**src/rtl/tnn_neuron_seq.sv**
```systemverilog
// -----------------------------------------------------------------------------
// tnn_neuron_seq
//
// Sequential ternary-weight threshold neuron. A vector of N_IN unsigned inputs
// is captured on the input handshake. Each input i is then added when
// POS_MASK[i]=1 or subtracted when 0, LANES inputs per cycle, over
// K = ceil(N_IN/LANES) cycles. The final signed sum is compared against THRESH
// and the one-bit decision is presented on the output handshake.
//
// Parameters
//   N_IN      number of neuron inputs (1..64)
//   IN_W      unsigned width of each input (1..8)
//   LANES     inputs accumulated per cycle (1..N_IN)
//   POS_MASK  per-input sign: 1 adds, 0 subtracts
//   THRESH    signed firing threshold (out_bit = sum >= THRESH)
//
// Ports
//   clk        rising-edge clock
//   rst        asynchronous active-high reset
//   in_data    N_IN*IN_W bits, input i at [i*IN_W +: IN_W]
//   in_valid   input vector valid
//   in_ready   high only while idle, ready to accept a vector
//   out_bit    neuron decision, valid under out_valid
//   out_valid  high only while a decision is presented
//   out_ready  consumer accepts the decision
//   out_sum    (only with TNN_SUM_OUT_EN) signed final accumulator,
//              registered together with out_bit
//
// Build option
//   TNN_SUM_OUT_EN  define to add the out_sum port and its register.
// -----------------------------------------------------------------------------
module tnn_neuron_seq #(
    parameter int                N_IN     = 7,
    parameter int                IN_W     = 2,
    parameter int                LANES    = 2,
    parameter logic [N_IN-1:0]   POS_MASK = 7'b1011101,
    parameter int signed         THRESH   = 1,
    // Magnitude bound N_IN*(2^IN_W-1) plus a sign bit; the sum cannot overflow.
    localparam int               ACC_W    = $clog2(N_IN * ((1 << IN_W) - 1) + 1) + 1
) (
    input  logic                    clk,
    input  logic                    rst,
    input  logic [N_IN*IN_W-1:0]    in_data,
    input  logic                    in_valid,
    output logic                    in_ready,
    output logic                    out_bit,
    output logic                    out_valid,
    input  logic                    out_ready
`ifdef TNN_SUM_OUT_EN
    ,
    output logic signed [ACC_W-1:0] out_sum
`endif
);

    localparam int K     = (N_IN + LANES - 1) / LANES;
    localparam int IDX_W = (K > 1) ? $clog2(K) : 1;

    // Elaboration-time range checks on the configuration.
    if (N_IN < 1 || N_IN > 64) begin : g_bad_n_in
        $error("tnn_neuron_seq: N_IN must be in 1..64");
    end
    if (IN_W < 1 || IN_W > 8) begin : g_bad_in_w
        $error("tnn_neuron_seq: IN_W must be in 1..8");
    end
    if (LANES < 1 || LANES > N_IN) begin : g_bad_lanes
        $error("tnn_neuron_seq: LANES must be in 1..N_IN");
    end

    typedef enum logic [1:0] {
        IDLE,
        ACC,
        DONE
    } state_t;

    state_t                   state_q;
    state_t                   state_d;

    logic [N_IN*IN_W-1:0]     data_q;
    logic signed [ACC_W-1:0]  acc_q;
    logic signed [ACC_W-1:0]  lane_sum;
    logic signed [ACC_W-1:0]  acc_next;
    logic [IDX_W-1:0]         idx_q;
    logic                     last_step;
    logic                     out_bit_q;
    logic signed [ACC_W-1:0]  contrib [N_IN];

    // -------------------------------------------------------------------------
    // Control FSM
    // -------------------------------------------------------------------------
    always_ff @(posedge clk or posedge rst) begin
        if (rst) begin
            state_q <= IDLE;
        end else begin
            state_q <= state_d;
        end
    end

    assign last_step = (idx_q == IDX_W'(K - 1));

    always_comb begin
        state_d   = state_q;
        in_ready  = 1'b0;
        out_valid = 1'b0;
        unique case (state_q)
            IDLE: begin
                in_ready = 1'b1;
                if (in_valid) begin
                    state_d = ACC;
                end
            end
            ACC: begin
                if (last_step) begin
                    state_d = DONE;
                end
            end
            DONE: begin
                out_valid = 1'b1;
                // Returning to IDLE here means in_ready is low on this edge,
                // so no new vector can be taken in the release cycle.
                if (out_ready) begin
                    state_d = IDLE;
                end
            end
            default: begin
                state_d = IDLE;
            end
        endcase
    end

    // -------------------------------------------------------------------------
    // Per-input signed contributions. An input only contributes in the cycle
    // whose lane group contains it; padding positions beyond N_IN never exist,
    // so they are implicitly zero.
    // -------------------------------------------------------------------------
    for (genvar i = 0; i < N_IN; i++) begin : g_term
        logic signed [ACC_W-1:0] mag;
        logic                    in_group;

        assign mag      = ACC_W'(data_q[i*IN_W +: IN_W]);
        assign in_group = (idx_q == IDX_W'(i / LANES));
        assign contrib[i] = !in_group   ? '0 :
                            POS_MASK[i] ? mag : -mag;
    end

    always_comb begin
        lane_sum = '0;
        for (int unsigned i = 0; i < N_IN; i++) begin
            lane_sum = lane_sum + contrib[i];
        end
    end

    assign acc_next = acc_q + lane_sum;

    // -------------------------------------------------------------------------
    // Datapath registers
    // -------------------------------------------------------------------------
    always_ff @(posedge clk or posedge rst) begin
        if (rst) begin
            data_q    <= '0;
            acc_q     <= '0;
            idx_q     <= '0;
            out_bit_q <= 1'b0;
        end else begin
            unique case (state_q)
                IDLE: begin
                    if (in_valid) begin
                        data_q <= in_data;
                        acc_q  <= '0;
                        idx_q  <= '0;
                    end
                end
                ACC: begin
                    acc_q <= acc_next;
                    idx_q <= idx_q + IDX_W'(1);
                    if (last_step) begin
                        // Sign-extend before comparing so negative sums and
                        // negative thresholds order correctly.
                        out_bit_q <= (int'(acc_next) >= THRESH);
                    end
                end
                default: begin
                end
            endcase
        end
    end

    assign out_bit = out_bit_q;

`ifdef TNN_SUM_OUT_EN
    logic signed [ACC_W-1:0] sum_q;

    always_ff @(posedge clk or posedge rst) begin
        if (rst) begin
            sum_q <= '0;
        end else if (state_q == ACC && last_step) begin
            sum_q <= acc_next;
        end
    end

    assign out_sum = sum_q;
`endif

endmodule

```
**config.mk**
```make
export PLATFORM = sky130hd
export DESIGN_NAME = tnn_neuron_seq
export DESIGN_NICKNAME = d
export VERILOG_FILES = /design/src/rtl/tnn_neuron_seq.sv
export SDC_FILE = /design/constraint.sdc
export NUM_CORES = 1
export LEC_CHECK = 0
export CAP_MARGIN = 20
export CORE_MARGIN = 4
export CORE_UTILIZATION = 25
export CTS_BUF_LIST = sky130_fd_sc_hd__clkbuf_2
export CTS_CLUSTER_DIAMETER = 50
export DETAILED_ROUTE_END_ITERATION = 6
export PLACE_DENSITY = 0.41
export SLEW_MARGIN = 25
export SYNTH_ARGS = -nofsm -noshare
export SYNTH_HDL_FRONTEND = slang
export SYNTH_SLANG_ARGS = --single-unit
```
**constraint.sdc**
```tcl
create_clock -name clk -period 4.9 [get_ports clk]
set_input_delay 1.47 -clock clk [delete_from_list [all_inputs] [get_ports clk]]
set_output_delay 1.47 -clock clk [all_outputs]
set_load 0.01 [all_outputs]
```
### M1 wires, run 1

Cells faint in the background.
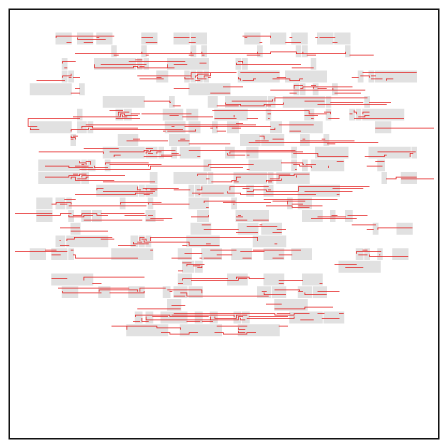
nets with wire on the layer = 227
longest straight run = 41.9 um
wire length on this layer = 2000 um
main direction = horizontal
share of all routed wire = 55%

### Signal wires on met2, run 1

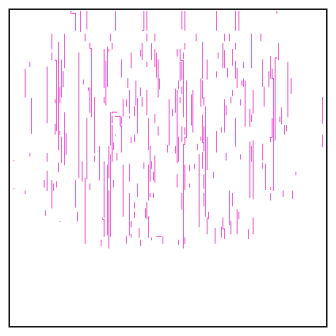
longest straight run = 36.4 um
wire length on this layer = 1510 um
nets with wire on the layer = 190

### The metal 3 layer, run 1

Cells faint in the background.
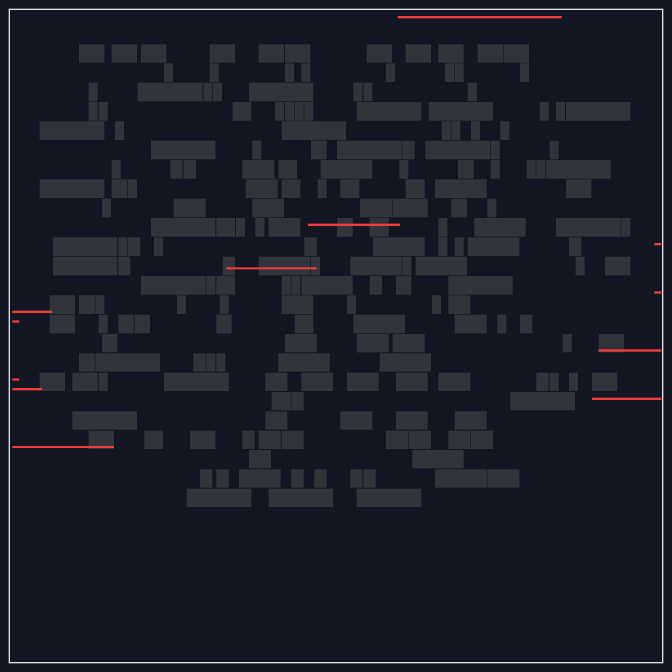
main direction = horizontal
wire length on this layer = 91.8 um

==> flow_summary.json, run 1 <==
{
  "netlist_top_cells_count": "48 x nand2_1, 25 x dfrtp_1, 19 x ha_1",
  "die.size.y_um": 91.8,
  "synth-edff-count": 0,
  "pre_cts_ws_ps": 193,
  "clock_skew_ps": 2.92,
  "viasPerCell": 3.94,
  "crit_chain": "buf_4 > ha_1 > and2_1 > fa_1 > fa_1 > fa_1 > inv_1 > fa_1 > inv_1 > ha_1 > fa_1 > a21o_1 > a21oi_2 > xnor2_1 > xnor2_1 > o211a_1",
  "wl_per_cell_um": 12.2,
  "rsz0062_at_grt": "no",
  "outcome": "finished clean",
  "r2r_setup_slack_ps": 230,
  "rows": 30,
  "ys_sh_xor_pct": 4.92,
  "io_pins": 21,
  "first_global_vias": 1263,
  "top_logic_kind": "adder cells",
  "netlist.area_leader.share_pct": 35.6,
  "place_congestion": 0.742,
  "hold_depth": 2,
  "ant_nets": 0,
  "cts_buffer_depth": 2,
  "dpl.hpwl_um": 2880,
  "cp_top_family": "adder cells",
  "min_from": "data_q[5]$_DFFE_PP0P_",
  "aoi_share_pct": 5.99,
  "relSlewSlack_pct": 49.1,
  "cp-start-kind": "flop",
  "ys_sh_mux_pct": 0,
  "grt_usage_pct": 9.57,
  "htreeDepth": 1,
  "worstPathMaxFanout": 4,
  "crit_required_ps": 5200,
  "initCoreUtil_pct": 25.8,
  "clk_latency_ps": 360,
  "synthToLayoutAreaGrowth_pct": 19.5,
  "yosys_area_sq_um": 1760,
  "hold_class": "flop to flop",
  "grt_max_degree": 26,
  "startpoint": "idx_q[0]$_DFFE_PP0P_",
  "ys_sh_adder_pct": 29.5,
  "grt_first_pass_wirelength_um": 6350,
  "postSynthSeqShare_pct": 35.6,
  "yosys_warnings": 0,
  "vias": 1167
}
==> run 1: what timing repair did <==
action,in CTS,in global routing
hold buffers,0,0
setup buffers,0,2
resized,0,1
endpoints found under the setup margin,0,2
==> run 1: routing by layer <==
layer	wire length [um]	up-vias	GRT usage (%)	part of all wire, %
li1	-	605	-	-
met1	2000	547	14.7	55
met2	1510	13	13.6	42
met3	91	2	2.21	2.5
met4	29	0	1.86	0.80
met5	0	-	0	0
==> run 1: area by class of cell <==
| class | instances | area [sq um] |
|---|---|---|
| Timing Repair Buffer | 22 | 215 |
| Multi-Input combinational cell | 132 | 1050 |
| Fill cell | 747 | 4700 |
| Clock inverter | 1 | 7.51 |
| Sequential cell | 25 | 626 |
| Clock buffer | 3 | 15.0 |
| Tap cell | 96 | 120 |
| Inverter | 17 | 63.8 |
==> run 1: through the flow <==
| step | std cells | utilization, % | area, sq um | hold slack [ps] |
|---|---|---|---|---|
| 2_1_floorplan | 179 | - | 1760 | 437 |
| 3_3_place_gp | 290 | 30.3 | 2060 | 463 |
| 5_1_grt | 296 | 30.9 | 2100 | 549 |
| 3_5_place_dp | 290 | 30.3 | 2060 | 463 |
| 4_1_cts | 294 | 30.6 | 2080 | 522 |
| 6_report | 296 | 30.9 | 2100 | 514 |
==> run 1: sequential cells by signal, indices dropped and copies added (netlist names) <==
name,cells
data_q,14
state_q,2
out_bit,1
idx_q,2
acc_q,6
==> run 1: tightest hold or removal path, cell delays in order (launching register included) <==
cell	delay, ps
dfrtp_1	410
nand2_1	50
nand2_1	50
==> inputs of run 2 (changes only) <==
--- a/config.mk
+++ b/config.mk
@@ -6,12 +6,14 @@
 export NUM_CORES = 1
 export LEC_CHECK = 0
 export CAP_MARGIN = 20
+export CELL_PAD_IN_SITES_DETAIL_PLACEMENT = 1
+export CELL_PAD_IN_SITES_GLOBAL_PLACEMENT = 1
 export CORE_MARGIN = 4
 export CORE_UTILIZATION = 25
 export CTS_BUF_LIST = sky130_fd_sc_hd__clkbuf_2
 export CTS_CLUSTER_DIAMETER = 50
 export DETAILED_ROUTE_END_ITERATION = 6
-export PLACE_DENSITY = 0.41
+export PLACE_DENSITY = 0.5
 export SLEW_MARGIN = 25
 export SYNTH_ARGS = -nofsm -noshare
 export SYNTH_HDL_FRONTEND = slang
### The metal 3 layer, run 2

Cells faint in the background.
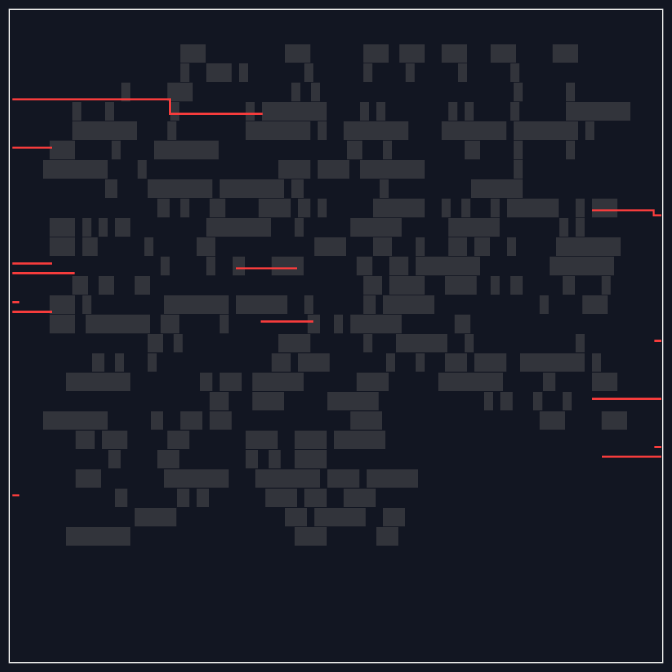
total number of vias: 1187
grt met3 use: 2.46%
drt total wl: 3760 um

==> run 2 against run 1 <==
Against the previous run: wire length increased by 3.6%; worst hold slack worse by 9.0 ps; sequential share of layout area rose by 0.22 points; critical path type unchanged; largest cell class unchanged.
==> flow_summary.json, run 2 <==
{
  "outcome": "finished clean",
  "grt_use_met2_pct": 15.0,
  "rows": 30,
  "relSlewSlack_pct": 51.2,
  "top_register": "data_q",
  "rsz0062_at_grt": "no",
  "dr.max_layer_used": "met4",
  "wl_met3_um": 107,
  "place_congestion": 0.743,
  "viasPerCell": 4.04,
  "cp-start-kind": "flop",
  "top_usage_layer": "met2",
  "r2r_setup_slack_ps": 200,
  "grt_max_degree": 26,
  "met1_usage_pct": 14.1,
  "first_global_vias": 1349,
  "yosys_warnings": 0,
  "ant_nets": 0,
  "combGateArea_sq_um": 1050,
  "clk_latency_ps": 370,
  "die.size.y_um": 91.8,
  "wl_met1_um": 2020,
  "seqCellArea_sq_um": 626,
  "clock_skew_ps": 12.4
}
[run 2: per-stage QoR]
step           instances  util [%]  cell area, sq um  hold WS [ps]  worst slack, ps
3_5_place_dp         290      30.3              2060           459              168
6_report             294      30.6              2080           505              198
2_1_floorplan        179         -              1760           437              418
3_3_place_gp         290      30.3              2060           462              240
4_1_cts              294      30.6              2080           515              139
5_1_grt              294      30.6              2080           550             8.55
[run 2: layout make-up]
cell class | count | area share, %
inverter | 17 | 3.06
multi-input combinational | 132 | 50.4
sequential | 25 | 30.0
tap | 96 | 5.77
timing repair buffer | 20 | 9.62
clock inverter | 1 | 0.361
clock buffer | 3 | 0.721
[run 2: kinds of logic (layout without fill, tap and decap cells)]
| logic type | after synthesis | after routing | share of synthesized area [%] |
|---|---|---|---|
| XOR/XNOR | 9 | 9 | 4.92 |
| AND/OR/NAND/NOR | 72 | 72 | 19.2 |
| buffers and inverters | 22 | 41 | 4.77 |
| AND-OR/OR-AND | 18 | 18 | 5.99 |
| adder cells (fa/ha/maj) | 33 | 33 | 29.5 |
| flip-flops | 25 | 25 | 35.6 |
[run 2: how the worst min path moves through the flow]
stage                             endpoint  depth (start not counted)                   start  slack, ps
floorplan           data_q[12]$_DFFE_PP0P_                          2  data_q[12]$_DFFE_PP0P_        440
global placement     data_q[4]$_DFFE_PP0P_                          2   data_q[4]$_DFFE_PP0P_        460
detailed placement   data_q[4]$_DFFE_PP0P_                          2   data_q[4]$_DFFE_PP0P_        460
CTS                  data_q[4]$_DFFE_PP0P_                          2   data_q[4]$_DFFE_PP0P_        510
global route         data_q[8]$_DFFE_PP0P_                          2   data_q[8]$_DFFE_PP0P_        550
finish               data_q[4]$_DFFE_PP0P_                          2   data_q[4]$_DFFE_PP0P_        510
